==> src/rtl/multi_channel_counter.sv <==
// Bank of NUM_CH up/down counters, each with a programmable terminal value,
// parallel load and wrap/saturate handling. Cascade mode forms a ripple chain.
module multi_channel_counter #(
    parameter int CNT_WIDTH = 8,
    parameter int NUM_CH    = 4,
    parameter int CASCADE   = 0
) (
    input  logic                          clk,
    input  logic                          rst,
    input  logic [NUM_CH-1:0]             en_i,
    input  logic [NUM_CH-1:0]             dir_i,
    input  logic [NUM_CH-1:0]             mode_i,
    input  logic [NUM_CH-1:0]             load_i,
    input  logic [NUM_CH*CNT_WIDTH-1:0]   load_val_i,
    input  logic [NUM_CH*CNT_WIDTH-1:0]   end_val_i,
    output logic [NUM_CH*CNT_WIDTH-1:0]   cnt_o,
    output logic [NUM_CH-1:0]             end_o,
    output logic [NUM_CH-1:0]             sat_o
);

    logic [NUM_CH*CNT_WIDTH-1:0] r_cnt;
    logic [NUM_CH-1:0]           w_term;
    logic [NUM_CH-1:0]           w_eff_en;
    logic [NUM_CH-1:0]           w_end;

    // Single loop so the cascade enable ripples from channel 0 upward in order.
    always_comb begin
        w_term   = '0;
        w_eff_en = '0;
        w_end    = '0;
        for (int k = 0; k < NUM_CH; k++) begin
            if (dir_i[k])
                w_term[k] = (r_cnt[k*CNT_WIDTH +: CNT_WIDTH] == '0);
            else
                w_term[k] = (r_cnt[k*CNT_WIDTH +: CNT_WIDTH] >= end_val_i[k*CNT_WIDTH +: CNT_WIDTH]);

            if (k == 0 || CASCADE == 0)
                w_eff_en[k] = en_i[k];
            else
                w_eff_en[k] = en_i[k] & w_end[k-1];

            w_end[k] = w_eff_en[k] & w_term[k];
        end
    end

    always_ff @(posedge clk) begin
        if (rst) begin
            r_cnt <= '0;
        end else begin
            for (int k = 0; k < NUM_CH; k++) begin
                if (load_i[k]) begin
                    r_cnt[k*CNT_WIDTH +: CNT_WIDTH] <= load_val_i[k*CNT_WIDTH +: CNT_WIDTH];
                end else if (w_eff_en[k]) begin
                    if (w_term[k]) begin
                        // Saturate mode parks on the terminal; wrap restarts the sequence.
                        if (!mode_i[k])
                            r_cnt[k*CNT_WIDTH +: CNT_WIDTH] <= dir_i[k] ? end_val_i[k*CNT_WIDTH +: CNT_WIDTH]
                                                                         : '0;
                    end else if (dir_i[k]) begin
                        r_cnt[k*CNT_WIDTH +: CNT_WIDTH] <= r_cnt[k*CNT_WIDTH +: CNT_WIDTH] - CNT_WIDTH'(1);
                    end else begin
                        r_cnt[k*CNT_WIDTH +: CNT_WIDTH] <= r_cnt[k*CNT_WIDTH +: CNT_WIDTH] + CNT_WIDTH'(1);
                    end
                end
            end
        end
    end

    assign cnt_o = r_cnt;
    assign end_o = w_end;
    assign sat_o = mode_i & w_term;

endmodule

==> config.mk <==
export PLATFORM = sky130hd
export DESIGN_NAME = multi_channel_counter
export DESIGN_NICKNAME = d
export VERILOG_FILES = /design/src/rtl/multi_channel_counter.sv
export SDC_FILE = /design/constraint.sdc
export NUM_CORES = 1
export LEC_CHECK = 0
export CAP_MARGIN = 0
export CORE_MARGIN = 2
export CORE_UTILIZATION = 44
export CTS_CLUSTER_DIAMETER = 150
export DETAILED_ROUTE_END_ITERATION = 12
export PLACE_DENSITY_LB_ADDON = 0.1
export REMOVE_ABC_BUFFERS = 1
export SLEW_MARGIN = 15
export SYNTH_ARGS = -nofsm -noshare
export SYNTH_HDL_FRONTEND = slang
export SYNTH_SLANG_ARGS = --single-unit
==> constraint.sdc <==
create_clock -name clk -period 2.2 [get_ports clk]
set_clock_uncertainty 0.2 [all_clocks]
set_input_delay 0.22 -clock clk [delete_from_list [all_inputs] [get_ports clk]]
set_output_delay 0.22 -clock clk [all_outputs]
set_load 0.03 [all_outputs]
Figure 1. Pin map.
Pins as bars across the die edge, other pins in gray.
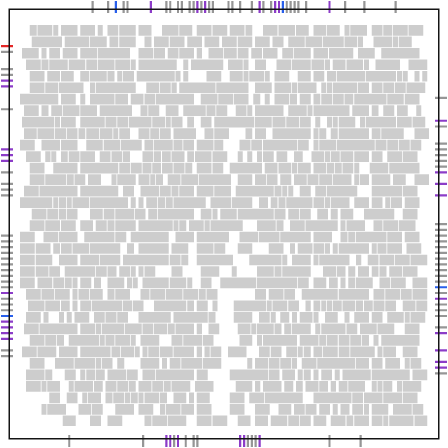
legend:
  red:
    port: `clk`
    pins: 1
    direction: input
    edge: left
  purple:
    port: `cnt_o`
    pins: 32
    direction: output
    edge: 10 left, 9 right, 7 top, 6 bottom
  blue:
    port: `mode_i`
    pins: 4
    direction: input
    edge: 2 top, 1 right, 1 left
all pins by edge: 36 top, 35 left, 34 right, 17 bottom
Buffers on Ports: 121
Die X: 101 um
die y size: 101 um

Figure 2. Routing congestion.
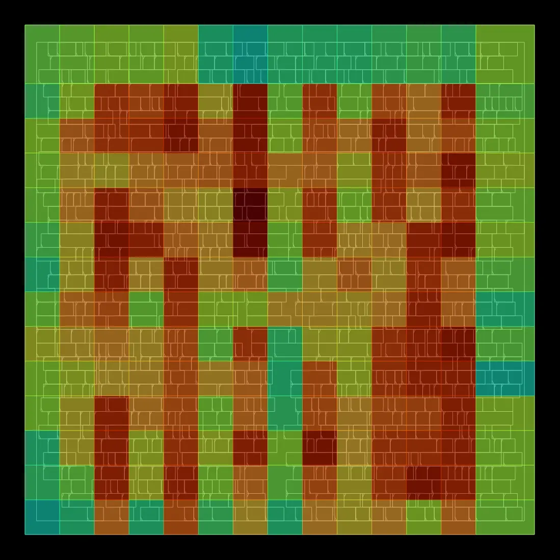
gr usage total: 0.309
met3 usage: 0.0414

-- Yosys cell counts, drive strengths merged (3+ instances only) --
| cell type | number |
|---|---|
| clkbuf | 10 |
| o22ai | 7 |
| dfxtp | 32 |
| o211ai | 8 |
| or3 | 3 |
| a22oi | 3 |
| nor2 | 45 |
| mux2i | 14 |
| nor4 | 5 |
| or4 | 8 |
| ha | 56 |
| nand2 | 40 |
| buf | 4 |
| a21o | 11 |
| nand2b | 8 |
| a2111oi | 4 |
| and2 | 6 |
| o31a | 3 |
| nor2b | 11 |
| o21bai | 6 |
| o21a | 3 |
| a31oi | 10 |
| xnor2 | 11 |
| inv | 58 |
| a211oi | 8 |
| nor3 | 18 |
| a41oi | 4 |
| a21oi | 40 |
| xor2 | 11 |
| nor3b | 9 |
| o21ai | 34 |
| a32o | 3 |
| o2bb2a | 4 |
| fa | 4 |
| nand3 | 19 |
-- repair_timing --
action                                  CTS  global route
endpoints found under the hold margin     0             0
endpoints found under the setup margin   39            40
resized                                 214            82
cloned                                    1             1
pin swaps                                86            53
setup buffers                            20            14
-- per-layer routing --
layer	global-route usage	up-vias
li1	-	2576
met1	0.388	2678
met2	0.548	261
met3	0.0414	68
met4	0.0967	0
met5	0	-
-- kinds of logic after synthesis --
group                      after synthesis
adders and majority gates               60
xor gates and xnor gates                22
AOI/OAI and AO/OA                      169
and+or+nand+nor                        175
muxes                                   15
DFF                                     32
buffers and inverters                   72
-- tightest hold or removal path: stages --
cell and delay (ps):
dlygate4sd2_1 250, a21oi_1 70, o21ai_0 70, a32o_1 120
-- power by group through the flow --
stage                     sequential [mW]  combinational, mW  clock [mW]
after global routing                0.736               2.80       0.647
after CTS                           0.722               2.36       0.625
after detailed placement            0.720               1.97           0
after global placement              0.717               1.93           0
final                               0.731               2.64       0.625
after floorplan                     0.853              0.891           0
-- per-stage QoR --
step                      power (mW)  hold WS (ps)  area (um2)  utilization  std cells
after CTS                       3.71           233        7460        0.808        943
after floorplan                 1.74          89.1        4100            -        531
after detailed placement        2.69           305        6480        0.702        917
after global routing            4.19           267        7900        0.855        956
final                           4.00           260        7900        0.855        956
after global placement          2.64           293        6480        0.702        917
-- final cells by class --
type,count,area share
inverter,58,0.0276
clock buffer,5,0.00871
multi-input combinational,441,0.519
timing repair buffer,288,0.332
sequential,32,0.0866
clock inverter,3,0.00586
tap,129,0.0204
-- path summary, 6_finish.rpt --
path | start | end | slack [ps] | depth (start not counted)
hold reg to reg | cnt_o[26] | cnt_o[26] | 310 | 2
hold / removal | end_val_i[13] | cnt_o[13] | 260 | 4
setup / recovery | cnt_o[6] | end_o[0] | -240 | 7
setup reg to reg | cnt_o[6] | cnt_o[5] | -240 | 10
==> results.py <==
# Auto-generated metrics
metrics = {
    "synthesis": {
        "async_flop_share": 0,
        "netlist.area_leader.share": 0.168,
        "yosys.area_share.xor_xnor": 0.0462,
        "ys_sh_aoi": 0.295,
        "yosys_warnings": 0,
        "synth_cell_type_count": 65,
        "ys_seq_elements": 32,
        "ys_cells": 545,
        "yosys.area_share.simple": 0.212,
        "syn-cell-area_um2": 4170,
        "synth-edff-count": 0,
    },
    "setup_path": {
        "end_kind": "output port",
        "cp.required_ps": 1780,
        "cp_common_cell": "buf_6",
        "cp.arrival_ps": 2020,
    },
    "pwr": {
        "pwr_density_cell_nw_per_um2": 506,
        "sw_frac_of_total": 0.412,
        "p_comb_frac": 0.661,
    },
    "flow_run": {
        "cap_violations": 0,
    },
    "routing": {
        "top_layer_used": "met4",
        "routedWlPerCell_um": 18.5,
        "finalWirelength_mm": 17.7,
        "first_pass_iters": 6,
        "wl_met2_mm": 8.87,
    },
    "placed_design": {
        "dp_hpwl_mm": 11.8,
        "gp_congestion": 0.916,
    },
    "grt": {
        "grt_first_pass_wirelength_mm": 25.7,
        "overflow": 0,
        "antenna_found_initial": 0,
    },
    "final_layout": {
        "area_delta_synth_final_pct": 89.4,
        "layout_top_cell": "buf_4",
        "largest_reg_flops": 32,
    },
    "clock_network": {
        "cts_max_path_buffers": 2,
        "cts_tree": "built",
        "clk_latency_ps": 290,
        "cts_root_buf": "clkbuf_8",
    },
    "timing": {
        "setup_slack_ps": -243,
        "rsz0062_at_grt": "true",
        "setup_viol": 37,
    },
    "status": {
        "status": "finished, violations left",
        "violations": "setup timing",
    },
}
Power is estimated from default activity; no workload was simulated.
